**Run 1: cell area per tile**

The die is cut into 12 by 12 equal tiles; black is low, pale yellow is high, 0 to 100% covered.
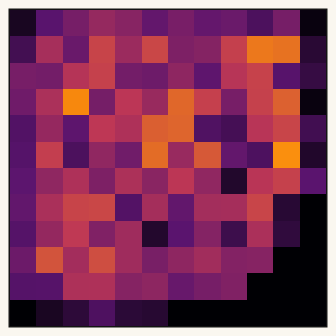
**Run 1: I/O nets highlighted**

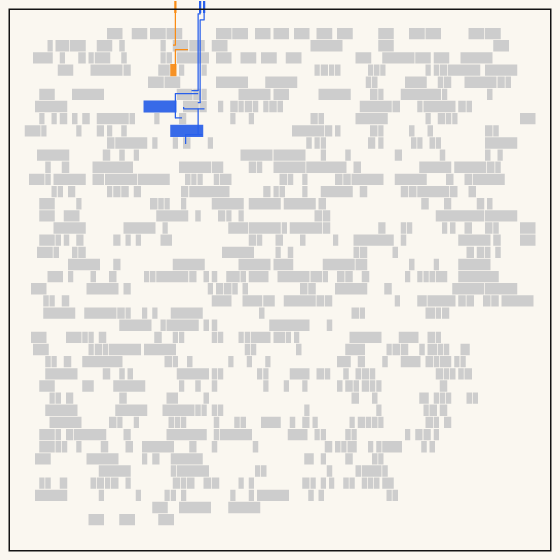
**Run 1: metal 3**

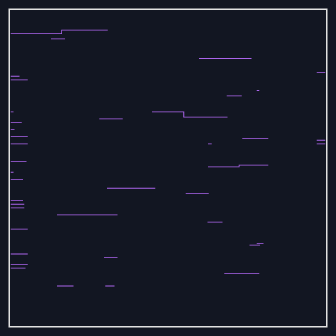
[config.mk]
export PLATFORM = sky130hd
export DESIGN_NAME = mouse_position_tracker
export DESIGN_NICKNAME = d
export VERILOG_FILES = /design/src/rtl/mouse_position_tracker.sv
export SDC_FILE = /design/constraint.sdc
export NUM_CORES = 1
export LEC_CHECK = 0
export ABC_AREA = 1
export CAP_MARGIN = 20
export CELL_PAD_IN_SITES_DETAIL_PLACEMENT = 0
export CELL_PAD_IN_SITES_GLOBAL_PLACEMENT = 2
export CORE_MARGIN = 3
export CORE_UTILIZATION = 30
export CTS_BUF_LIST = sky130_fd_sc_hd__clkbuf_4 sky130_fd_sc_hd__clkbuf_8 sky130_fd_sc_hd__clkbuf_16
export CTS_CLUSTER_DIAMETER = 60
export CTS_CLUSTER_SIZE = 10
export DETAILED_ROUTE_END_ITERATION = 12
export PLACE_DENSITY_LB_ADDON = 0.1
export SLEW_MARGIN = 20
export SYNTH_ARGS = -nofsm -noshare
export SYNTH_HDL_FRONTEND = slang
export SYNTH_SLANG_ARGS = --single-unit
export TNS_END_PERCENT = 20
[constraint.sdc]
create_clock -name CLK -period 3.9 [get_ports CLK]
set_input_delay 0.78 -clock CLK [delete_from_list [all_inputs] [get_ports CLK]]
set_output_delay 0.78 -clock CLK [all_outputs]
set_load 0.02 [all_outputs]
[src/rtl/mouse_position_tracker.sv]
// Integrates PS/2 mouse packet deltas into a clamped absolute X/Y cursor and exposes it as bus registers.
// Define MOUSE_TRACKER_Y_INVERT_EN to negate the Y delta (top-left screen origin).
module mouse_position_tracker #(
  parameter int unsigned MOUSE_LIMIT_X = 160,
  parameter int unsigned MOUSE_LIMIT_Y = 120,
  parameter logic [7:0]  BASE_ADDR     = 8'hA0
) (
  input  logic       CLK,
  input  logic       RESET,
  input  logic [3:0] MOUSE_STATUS,
  input  logic [7:0] MOUSE_DX,
  input  logic [7:0] MOUSE_DY,
  input  logic       SEND_INTERRUPT,
  input  logic [7:0] BUS_ADDR,
  input  logic       BUS_WE,
  output logic [7:0] BUS_DATA_OUT,
  output logic       BUS_DATA_OUT_EN,
  output logic       BUS_INTERRUPT_RAISE,
  input  logic       BUS_INTERRUPT_ACK,
  output logic [7:0] MOUSE_X,
  output logic [7:0] MOUSE_Y,
  output logic [1:0] MOUSE_BUTTONS
);

  localparam int unsigned PW   = 8;
  localparam int unsigned SW   = PW + 2;
  localparam int unsigned NREG = 3;
`ifdef MOUSE_TRACKER_Y_INVERT_EN
  localparam bit Y_INVERT = 1'b1;
`else
  localparam bit Y_INVERT = 1'b0;
`endif

  typedef enum logic [1:0] {
    IDLE   = 2'd0,
    CALC_X = 2'd1,
    CALC_Y = 2'd2,
    COMMIT = 2'd3
  } state_t;

  state_t          state_q, state_d;
  logic            pend_valid_q, pend_valid_d;
  logic [3:0]      pend_status_q, pend_status_d;
  logic [PW-1:0]   pend_dx_q, pend_dx_d;
  logic [PW-1:0]   pend_dy_q, pend_dy_d;
  logic [3:0]      work_status_q, work_status_d;
  logic [PW-1:0]   work_dx_q, work_dx_d;
  logic [PW-1:0]   work_dy_q, work_dy_d;
  logic [PW-1:0]   shadow_x_q, shadow_x_d;
  logic [PW-1:0]   shadow_y_q, shadow_y_d;
  logic [PW-1:0]   mouse_x_q, mouse_x_d;
  logic [PW-1:0]   mouse_y_q, mouse_y_d;
  logic [1:0]      mouse_btn_q, mouse_btn_d;
  logic            raise_q, raise_d;
  logic [PW-1:0]   bus_data_q, bus_data_d;
  logic            bus_en_q, bus_en_d;

  logic                 calc_y;
  logic [PW-1:0]        cur_pos;
  logic [PW-1:0]        delta_mag;
  logic                 delta_sign;
  logic signed [SW-1:0] cur_s;
  logic signed [SW-1:0] delta_s;
  logic signed [SW-1:0] sum_s;
  logic signed [SW-1:0] limit_m1_s;
  logic [PW-1:0]        clamped;
  logic [PW-1:0]        bus_offset;

  // Shared add-and-clamp datapath, steered to X in CALC_X and Y in CALC_Y
  always_comb begin
    calc_y     = (state_q == CALC_Y);
    cur_pos    = calc_y ? mouse_y_q : mouse_x_q;
    delta_mag  = calc_y ? work_dy_q : work_dx_q;
    delta_sign = calc_y ? work_status_q[0] : work_status_q[1];
    limit_m1_s = calc_y ? SW'(MOUSE_LIMIT_Y - 1) : SW'(MOUSE_LIMIT_X - 1);
    cur_s      = {2'b00, cur_pos};
    delta_s    = {delta_sign, delta_sign, delta_mag};
    if (Y_INVERT && calc_y) begin
      sum_s = cur_s - delta_s;
    end else begin
      sum_s = cur_s + delta_s;
    end
    if (sum_s[SW-1]) begin
      clamped = '0;
    end else if (sum_s > limit_m1_s) begin
      clamped = limit_m1_s[PW-1:0];
    end else begin
      clamped = sum_s[PW-1:0];
    end
  end

  // Next-state, capture buffer, commit, interrupt and bus read logic
  always_comb begin
    state_d       = state_q;
    pend_valid_d  = pend_valid_q;
    pend_status_d = pend_status_q;
    pend_dx_d     = pend_dx_q;
    pend_dy_d     = pend_dy_q;
    work_status_d = work_status_q;
    work_dx_d     = work_dx_q;
    work_dy_d     = work_dy_q;
    shadow_x_d    = shadow_x_q;
    shadow_y_d    = shadow_y_q;
    mouse_x_d     = mouse_x_q;
    mouse_y_d     = mouse_y_q;
    mouse_btn_d   = mouse_btn_q;
    raise_d       = raise_q;
    bus_offset    = BUS_ADDR - BASE_ADDR;
    bus_en_d      = 1'b0;
    bus_data_d    = '0;

    case (state_q)
      IDLE: begin
        if (pend_valid_q) begin
          state_d       = CALC_X;
          work_status_d = pend_status_q;
          work_dx_d     = pend_dx_q;
          work_dy_d     = pend_dy_q;
          pend_valid_d  = 1'b0;
        end
      end
      CALC_X: begin
        shadow_x_d = clamped;
        state_d    = CALC_Y;
      end
      CALC_Y: begin
        shadow_y_d = clamped;
        state_d    = COMMIT;
      end
      COMMIT: begin
        mouse_x_d   = shadow_x_q;
        mouse_y_d   = shadow_y_q;
        mouse_btn_d = work_status_q[3:2];
        state_d     = IDLE;
      end
      default: state_d = IDLE;
    endcase

    // A pulse arriving as the buffer drains re-fills it; newest packet wins
    if (SEND_INTERRUPT) begin
      pend_valid_d  = 1'b1;
      pend_status_d = MOUSE_STATUS;
      pend_dx_d     = MOUSE_DX;
      pend_dy_d     = MOUSE_DY;
    end

    if (state_q == COMMIT) begin
      raise_d = 1'b1;
    end else if (BUS_INTERRUPT_ACK) begin
      raise_d = 1'b0;
    end

    if (!BUS_WE && (bus_offset < PW'(NREG))) begin
      bus_en_d = 1'b1;
      case (bus_offset)
        8'd0:    bus_data_d = {6'b0, mouse_btn_q};
        8'd1:    bus_data_d = mouse_x_q;
        default: bus_data_d = mouse_y_q;
      endcase
    end
  end

  always_ff @(posedge CLK) begin
    if (RESET) begin
      state_q       <= IDLE;
      pend_valid_q  <= 1'b0;
      pend_status_q <= '0;
      pend_dx_q     <= '0;
      pend_dy_q     <= '0;
      work_status_q <= '0;
      work_dx_q     <= '0;
      work_dy_q     <= '0;
      shadow_x_q    <= '0;
      shadow_y_q    <= '0;
      mouse_x_q     <= PW'(MOUSE_LIMIT_X / 2);
      mouse_y_q     <= PW'(MOUSE_LIMIT_Y / 2);
      mouse_btn_q   <= '0;
      raise_q       <= 1'b0;
      bus_data_q    <= '0;
      bus_en_q      <= 1'b0;
    end else begin
      state_q       <= state_d;
      pend_valid_q  <= pend_valid_d;
      pend_status_q <= pend_status_d;
      pend_dx_q     <= pend_dx_d;
      pend_dy_q     <= pend_dy_d;
      work_status_q <= work_status_d;
      work_dx_q     <= work_dx_d;
      work_dy_q     <= work_dy_d;
      shadow_x_q    <= shadow_x_d;
      shadow_y_q    <= shadow_y_d;
      mouse_x_q     <= mouse_x_d;
      mouse_y_q     <= mouse_y_d;
      mouse_btn_q   <= mouse_btn_d;
      raise_q       <= raise_d;
      bus_data_q    <= bus_data_d;
      bus_en_q      <= bus_en_d;
    end
  end

  assign MOUSE_X             = mouse_x_q;
  assign MOUSE_Y             = mouse_y_q;
  assign MOUSE_BUTTONS       = mouse_btn_q;
  assign BUS_INTERRUPT_RAISE = raise_q;
  assign BUS_DATA_OUT        = bus_data_q;
  assign BUS_DATA_OUT_EN     = bus_en_q;

endmodule

==> notes.md, run 1 <==
impl run done, here's what came out: status=finished, final reports clean, Non-clock buffers, area share=12.9%, Worst slew margin=56.2%, Comb power=1.56 mW, GR Overflow Total=0, clock buffers=13, bufs w/o clock=66, Critical Path Start=state_q[0]$_SDFFE_PP0P_, Synth Instances=572, number of port buffers=60, Initial DRC Count=232, placed instance count=783, DRT Pass-1 Iters=4, metal3 WL=315 um, Setup TNS=0 ns, CTS Buf Count=9, Finished Layout Cells=799, final max-slew violation count=0, WL met1=5160 um, FP Core Util=31.0%, Area leader share=44.0%, diode count=0, element type at the critical path end=register, WS Path Type=reg2reg, count leader, synth=nand2_1, Commonest Layout Cell=nand2_1, post-place setup slack=0.189 ns, Layout clock area frac=6.07%, Syn. warnings=0, syn avg cell area=6.92 sq um, area leader, netlist=dfxtp_1, Final Hold Viols=0, R2R Setup Slk=0.32 ns, Flop+latch power=1.18 mW, most frequent cells in the layout=nand2_1, nor2_1, dfxtp_1, o21ai_0, clkdlybuf4s50_1, Post-synth top cells=nand2_1, nor2_1, dfxtp_1, o21ai_0, inv_1
-- 'cell area per tile' (at the start) --
fullest tile: 76%
nearly empty tiles: 9.7%
tiles over 75% full: 0.70%

-- 'I/O nets highlighted' (at the start) --
| color | port | bits | direction | end cells | buffers | wire |
|---|---|---|---|---|---|---|
| blue | MOUSE_BUTTONS | 2 | output | 2 | 2 | 70.0 um |
| orange | BUS_WE | 1 | input | 1 | 1 | 15.3 um |

-- 'metal 3' (at the start) --
main direction: horizontal
wire length on this layer: 316 um
longest straight run: 22.8 um
total number of vias: 3643
met3 capacity usage during global routing: 3.73%
DRT Wirelength: 10900 um

-- run 1: state kept, by name, indices dropped and copies added (netlist names), 8 cells and up --
register	count
MOUSE_Y	8
work_dx_q	8
pend_dx_q	8
shadow_y_q	8
MOUSE_X	8
work_dy_q	8
shadow_x_q	8
pend_dy_q	8
BUS_DATA_OUT	8
-- run 1: critical path, stage by stage, from the launching register on --
cell     delay (ns)
dfxtp_1        0.36
inv_1          0.10
ha_1           0.22
buf_4          0.22
nand2_1        0.10
nand2_1        0.10
ha_1           0.39
nand2_1        0.12
inv_1          0.04
a21oi_1        0.19
nand3_1        0.10
nand2_1        0.10
inv_1          0.05
ha_1           0.29
nand3_1        0.08
nor2_1         0.10
nand3_1        0.09
a21oi_1        0.12
nand4_1        0.21
nand3_4        0.20
nand2_1        0.07
nand3_1        0.10
a21oi_1        0.08
## Run 2: what changed since run 1
--- a/config.mk
+++ b/config.mk
@@ -15,6 +15,7 @@
 export CTS_CLUSTER_DIAMETER = 60
 export CTS_CLUSTER_SIZE = 10
 export DETAILED_ROUTE_END_ITERATION = 12
+export HOLD_SLACK_MARGIN = 0.06
 export PLACE_DENSITY_LB_ADDON = 0.1
 export SLEW_MARGIN = 20
 export SYNTH_ARGS = -nofsm -noshare
==> notes.md, run 2 <==
impl run done, here's what came out: Crit path depth=22 (unchanged), post-place setup slack=0.189 ns (unchanged), WS Path Type=reg2reg, metal3 WL=315 um (unchanged), Commonest Layout Cell=nand2_1, Final Hold Viols=0 (unchanged), total number of vias=3643 (unchanged), Worst slew margin=56.2% (unchanged), Area leader share=44.0% (unchanged), Comb power=1.56 mW (about the same), Synth Instances=572 (unchanged), syn avg cell area=6.92 sq um (unchanged), diode count=0 (unchanged), Critical Path Start=state_q[0]$_SDFFE_PP0P_, crit path cell chain=inv_1 -> ha_1 -> buf_4 -> nand2_1 -> nand2_1 -> ha_1 -> nand2_1 -> inv_1 -> a21oi_1 -> nand3_1 -> nand2_1 -> inv_1 -> ha_1 -> nand3_1 -> nor2_1 -> nand3_1 -> a21oi_1 -> nand4_1 -> nand3_4 -> nand2_1 -> nand3_1 -> a21oi_1, Die Height=121 um, element type at the critical path end=register, min-delay src=BUS_INTERRUPT_RAISE$_SDFFE_PP0P_, WP buf/inv=4 (unchanged), WL met1=5160 um (unchanged), status=finished, final reports clean, most frequent CP cell=nand2_1, Syn. warnings=0 (unchanged), final max-slew violation count=0 (unchanged), Initial DRC Count=232 (unchanged), CP max stage delay=0.39 ns (about the same), Setup TNS=0 ns (unchanged), Top delay family on crit path=simple AND/OR/NAND/NOR gates, met3 capacity usage during global routing=3.73% (unchanged), FP Core Util=31.0% (unchanged), most frequent cells in the layout=nand2_1, nor2_1, dfxtp_1, o21ai_0, clkdlybuf4s50_1, GR Overflow Total=0 (unchanged), count leader, synth=nand2_1, CTS Buf Count=9 (unchanged), area leader, netlist=dfxtp_1
-- run 2: cell counts after synthesis --
Identical to the previous run, type by type.
-- run 2: final cells by class --
type | count | area [sq um] | area share (%)
clock inverter | 3 | 42.5 | 0.849
sequential | 87 | 1740 | 34.8
multi-input combinational | 417 | 1950 | 38.9
inverter | 41 | 154 | 3.07
timing repair buffer | 66 | 646 | 12.9
clock buffer | 13 | 262 | 5.22
tap | 172 | 215 | 4.29
-- run 2: kinds of logic (layout without fill, tap and decap cells) --
logic type | Yosys count | in the layout | synth area share [%]
compound gates | 107 | 107 | 13.8
xor+xnor | 2 | 2 | 0.442
fa+ha+maj | 16 | 16 | 5.24
buf+inv | 68 | 123 | 6.76
flops | 87 | 87 | 44.0
simple gates | 292 | 292 | 29.8
**Run 2: placed standard cells**

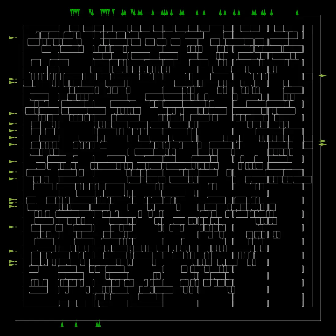
number of tapcells: 172
Final Util: 39.2%
Finished Layout Cells: 799

Power is estimated from default activity; no workload was simulated.
